## src/rtl/booth_pkg.sv

```systemverilog
// Shared definitions for the radix-2 Booth multiplier: FSM states, default
// operand width and the control-strobe index map used by datapath and control.
package booth_pkg;

  localparam int BOOTH_WIDTH_DEF = 8;

  typedef enum logic [2:0] {
    IDLE   = 3'd0,
    LOAD_M = 3'd1,
    LOAD_Q = 3'd2,
    STEP   = 3'd3,
    OUT_A  = 3'd4,
    OUT_Q  = 3'd5
  } booth_state_t;

  // Bit positions of c0..c7 when the strobes are carried as one vector.
  localparam int C_INIT   = 0;
  localparam int C_LOAD_M = 1;
  localparam int C_SUB    = 2;
  localparam int C_LOAD_Q = 3;
  localparam int C_STEP   = 4;
  localparam int C_OUT_A  = 5;
  localparam int C_OUT_Q  = 6;
  localparam int C_OPEN   = 7;

endpackage

```

## src/rtl/booth_step_cnt.sv

```systemverilog
// Booth step counter: synchronous clear, count enable, terminal-count flag
// raised when the count reaches WIDTH-1.
module booth_step_cnt #(
  parameter int WIDTH = 8,
  parameter int CNT_W = $clog2(WIDTH)
) (
  input  logic clk,
  input  logic rst,
  input  logic i_clr,
  input  logic i_en,
  output logic o_tc
);

  logic [CNT_W-1:0] r_cnt;

  always_ff @(posedge clk) begin
    if (rst || i_clr) begin
      r_cnt <= '0;
    end else if (i_en) begin
      r_cnt <= r_cnt + 1'b1;
    end
  end

  assign o_tc = (r_cnt == CNT_W'(WIDTH - 1));

endmodule

```

## src/rtl/booth_ctrl.sv

```systemverilog
// Booth multiplier sequencer: loads M and Q, runs WIDTH add/shift steps, then
// reads A and Q out. Strobes are registered Moore outputs; c2/c7 decode live.
module booth_ctrl
  import booth_pkg::*;
#(
  parameter int WIDTH = BOOTH_WIDTH_DEF
) (
  input  logic clk,
  input  logic rst,
  input  logic start,
  input  logic q0,
  input  logic q_m1,
  output logic c0,
  output logic c1,
  output logic c2,
  output logic c3,
  output logic c4,
  output logic c5,
  output logic c6,
  output logic c7,
  output logic busy,
  output logic done
);

  booth_state_t r_state;
  logic         w_tc;
  logic         w_cnt_clr;
  logic         w_cnt_en;

  // Counter is zeroed leaving LOAD_Q and held at WIDTH-1 on the final step.
  assign w_cnt_clr = (r_state == LOAD_Q);
  assign w_cnt_en  = (r_state == STEP) && !w_tc;

  booth_step_cnt #(
    .WIDTH (WIDTH)
  ) u_step_cnt (
    .clk   (clk),
    .rst   (rst),
    .i_clr (w_cnt_clr),
    .i_en  (w_cnt_en),
    .o_tc  (w_tc)
  );

  // Outputs are assigned together with the next state so they always match it.
  always_ff @(posedge clk) begin
    if (rst) begin
      r_state <= IDLE;
      c0      <= 1'b0;
      c1      <= 1'b0;
      c3      <= 1'b0;
      c4      <= 1'b0;
      c5      <= 1'b0;
      c6      <= 1'b0;
      busy    <= 1'b0;
      done    <= 1'b0;
    end else begin
      c0   <= 1'b0;
      c1   <= 1'b0;
      c3   <= 1'b0;
      c4   <= 1'b0;
      c5   <= 1'b0;
      c6   <= 1'b0;
      done <= 1'b0;
      busy <= 1'b1;
      case (r_state)
        IDLE: begin
          if (start) begin
            r_state <= LOAD_M;
            c0      <= 1'b1;
            c1      <= 1'b1;
          end else begin
            busy <= 1'b0;
          end
        end
        LOAD_M: begin
          r_state <= LOAD_Q;
          c3      <= 1'b1;
        end
        LOAD_Q: begin
          r_state <= STEP;
          c4      <= 1'b1;
        end
        STEP: begin
          if (w_tc) begin
            r_state <= OUT_A;
            c5      <= 1'b1;
          end else begin
            c4 <= 1'b1;
          end
        end
        OUT_A: begin
          r_state <= OUT_Q;
          c6      <= 1'b1;
          done    <= 1'b1;
        end
        OUT_Q: begin
          r_state <= IDLE;
          busy    <= 1'b0;
        end
        default: begin
          r_state <= IDLE;
          busy    <= 1'b0;
        end
      endcase
    end
  end

  always_comb begin
    c2 = 1'b0;
    c7 = 1'b0;
    if (r_state == STEP) begin
      case ({q0, q_m1})
        2'b01: c7 = 1'b1;
        2'b10: begin
          c7 = 1'b1;
          c2 = 1'b1;
        end
        default: begin
          c7 = 1'b0;
          c2 = 1'b0;
        end
      endcase
    end
  end

endmodule

```

## config.mk

```make
export PLATFORM = sky130hd
export DESIGN_NAME = booth_ctrl
export DESIGN_NICKNAME = d
export VERILOG_FILES = /design/src/rtl/booth_pkg.sv /design/src/rtl/booth_step_cnt.sv /design/src/rtl/booth_ctrl.sv
export SDC_FILE = /design/constraint.sdc
export NUM_CORES = 1
export LEC_CHECK = 0
export CORE_AREA = 2 2 39 41
export CTS_CLUSTER_DIAMETER = 120
export DETAILED_ROUTE_END_ITERATION = 6
export DIE_AREA = 0 0 41 43
export HOLD_SLACK_MARGIN = 0.06
export PLACE_DENSITY = 0.79
export SETUP_SLACK_MARGIN = 0.2
export SKIP_LAST_GASP = 1
export SYNTH_ARGS = -nofsm -noshare
export SYNTH_HDL_FRONTEND = slang
export SYNTH_SLANG_ARGS = --single-unit
```

## constraint.sdc

```tcl
create_clock -name clk -period 1.75 [get_ports clk]
set_clock_uncertainty 0.15 [all_clocks]
set_input_delay 0.2625 -clock clk [delete_from_list [all_inputs] [get_ports clk]]
set_output_delay 0.2625 -clock clk [all_outputs]
set_load 0.05 [all_outputs]
```

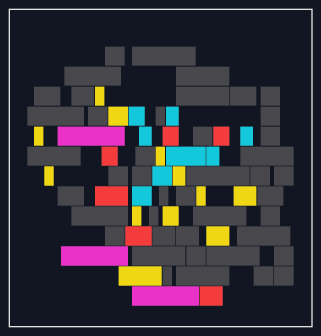
(images/gate_families.png)
legend:
  inverting AOI/OAI gates:
    colour: cyan
    cells: 8
    where: middle
  adder and majority cells:
    colour: magenta
    cells: 3
  AND and OR gates:
    colour: red
    cells: 6
    where: middle
  NOR gates:
    colour: yellow
    cells: 12
non-filler cells in the finished layout: 88
Comb area share: 0.373
Commonest Layout Cell: buf_4

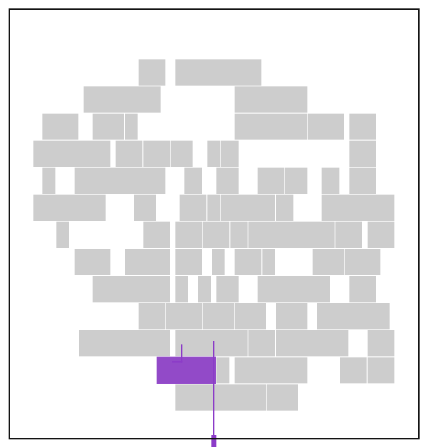
(images/port_nets.png)
legend:
  c7:
    colour: purple
    direction: output
    edge: bottom
    end_cells: 1
    buffers: 1
    wire: 12.0 um

==> results.tsv <==
metric	value	unit
drt-initial-drc-count	4	
num-nets-final	82	
synth_area	523	sq um
yosys_warnings	0	
synth_cell_types	25	
clk_pin_slew	0.06	ns
peakVddDrop	350	uV
use_met2	0.206	
cts_tree	done	
synth_nets	61	
setup_tns	0	ns
tightestPinTransition	0.295	ns
slew_headroom	0.803	
worstHoldStart	r_state[1]	
critPathLaunch	r_state[1]	
row_count	14	
antennaDiodeCount	0	
die_area	0.00176	sq mm
reg2reg_to	u_step_cnt.r_cnt[1]	
drc_errors	0	
cts_buffer_depth	2	
h-tree-depth	1	
ys_seq_share	0.459	
dp_cells	81	
synth-seq-cells	12	
min_path_type	reg -> reg	
leakagePower	0.318	nW
drtPass1Iterations	2	
period_minus_slack	1.55	ns
avgSynthCellArea	9.87	sq um
place_hpwl	716	um
crit_type	reg -> out	
rsz0062_at_grt	true	
initCoreUtil	0.378	
hold_violations	0	
power	571	uW
ys_cells	53	
grt_antenna_before_repair	0	
core	0.00138	sq mm
layout-drive-gt1-share	0.472	
grt_busiest_layer	met2	
die_h	43	um
io_buffers	14	
start_kind	flop	
postCtsHoldBufs	0	
cts_made_buffers	3	
grt_util_met1	0.160	
timing.rr.start	u_step_cnt.r_cnt[1]	
area_growth	50.0	%
grt_pass1_vias	409	
ff2ff_setup_slack	0.25	ns
fin_util	0.567	
pwr_density_cell	728	mW/mm^2
grt_max_degree	11	
critPathArrivalTime	1.14	ns
vias	455	
root_buffer	clkbuf_4	
cap_violations	0	
ff2ff_path_depth	5	
cts.sink_count	12	
cp_max_fo	8	
ios	15	
max_freq	646	MHz
setup_violations	0	
die_width	41	um
place.gp.congestion	0.657	
finalMaxSlewViolations	0	
ys_area	523	sq um
cp-endpoint	c2	
wire_per_inst	11.8	um
log.warning_count	27	
grt.total_usage	0.137	
met3_usage	0.0628	
period_used_share	0.884	
endpoint_kind	output port	
ant_nets	0	
status	finished clean	
viasPerCell	5.17	
crit_required	1.34	ns
routed_wl	1.04	mm
grt_pass1_wl	1.62	mm
netlist_instances	53	
grt_overflow	0	
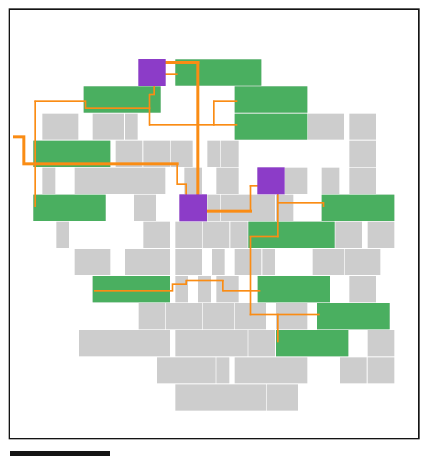
(images/clock_map.png)
Scale bar: 10 um.
legend:
  flip-flops:
    colour: green
    count: 12
  cells driving clock nets:
    colour: purple
    count: 3
  clock wires:
    colour: orange
    length: 146 um
routed clock nets: 4
Clock net power: 163 uW
clk ins delay skew pair: 0.27 ns
clock network fraction of total power: 0.285

-- per-layer routing --
layer,vias up,share of wire
met5,-,0
met4,0,0.013
met3,2,0.072
met2,14,0.48
met1,217,0.43
li1,222,-
-- critical path, stage by stage (launching register included) --
cell and delay [ns]:
dfxtp_4 0.37, and3b_2 0.22, and2_4 0.14, buf_12 0.14
-- worst min-delay path by stage --
stage | cells past startpoint | endpoint | slack [ns]
floorplan | 1 | busy | 0.18
global placement | 2 | u_step_cnt.r_cnt[1] | 0.33
detailed placement | 2 | u_step_cnt.r_cnt[1] | 0.35
CTS | 2 | c4 | 0.35
global route | 1 | r_state[1] | 0.37
finish | 2 | c4 | 0.35
-- logic make-up after synthesis --
group,after synthesis,share of synthesized area
xor gates and xnor gates,1,0.0167
buffers and inverters,7,0.0813
muxes,2,0.0383
adders and majority gates,3,0.0718
and+or+nand+nor,20,0.225
DFF,12,0.459
AOI/OAI and AO/OA,8,0.108
-- timing repair --
action | in CTS | in global routing
gates resized | 12 | 5
pin swaps | 2 | 6
setup buffers | 2 | 2
endpoints found under the setup margin | 4 | 5
-- stage by stage --
| step | instance area (sq um) | setup WS (ns) | hold WS, ns |
|---|---|---|---|
| 2_1_floorplan | 534 | 0.210 | 0.182 |
| 3_3_place_gp | 682 | -0.0682 | 0.329 |
| 3_5_place_dp | 682 | -0.0886 | 0.348 |
| 4_1_cts | 744 | 0.207 | 0.348 |
| 5_1_grt | 785 | 0.168 | 0.372 |
| 6_report | 785 | 0.202 | 0.347 |
-- where the power goes --
group	total [mW]	leakage [nW]	internal [mW]	switching (mW)
clock	0.163	0.0138	0.0795	0.0832
sequential	0.294	0.101	0.285	0.00866
combinational	0.114	0.204	0.0473	0.0670
-- cell usage after synthesis --
library cell,instances,area share
nor4b_1,2,0.033
a21boi_1,1,0.014
buf_2,1,0.0096
o21ai_0,1,0.0096
buf_4,4,0.057
and3b_1,1,0.017
and3_1,1,0.012
nor3_1,2,0.019
a22oi_1,1,0.014
ha_1,3,0.072
a31oi_1,1,0.012
a21oi_1,2,0.019
nor2_1,6,0.043
mux2i_1,2,0.038
nor3b_1,1,0.014
a2111oi_2,1,0.029
o21ai_1,1,0.0096
inv_1,2,0.014
or2_1,2,0.024
nor4_1,1,0.012
dfxtp_1,12,0.46
and4bb_2,1,0.024
xnor2_1,1,0.017
and2_1,1,0.012
nand2_1,2,0.014
-- registers in the layout, indices dropped and copies added (netlist names) --
name,cells
r_state,3
u_step_cnt.r_cnt,3
busy,1
c1,1
c3,1
c4,1
c5,1
done,1
-- cell type report --
type	count	area, sq um
sequential	12	251
timing repair buffer	21	190
inverter	2	7.51
tap	16	20.0
multi-input combinational	34	293
clock buffer	3	22.5
fill	123	599
-- cells in the final DEF (no fill, tap or decap), types with 2 or more instances in the layout --
cell type	Yosys	final
or2_1	2	2
a21oi_1	2	2
nor2_1	6	6
dfxtp_4	0	2
dlygate4sd2_1	0	2
dfxtp_1	12	7
clkdlybuf4s50_1	0	2
mux2i_1	2	2
nor4b_1	2	2
nand2_1	2	2
buf_12	0	2
dfxtp_2	0	3
ha_4	0	3
clkbuf_4	0	3
buf_4	4	15
Power figures rest on the tool's default switching activity, not on a simulated workload.
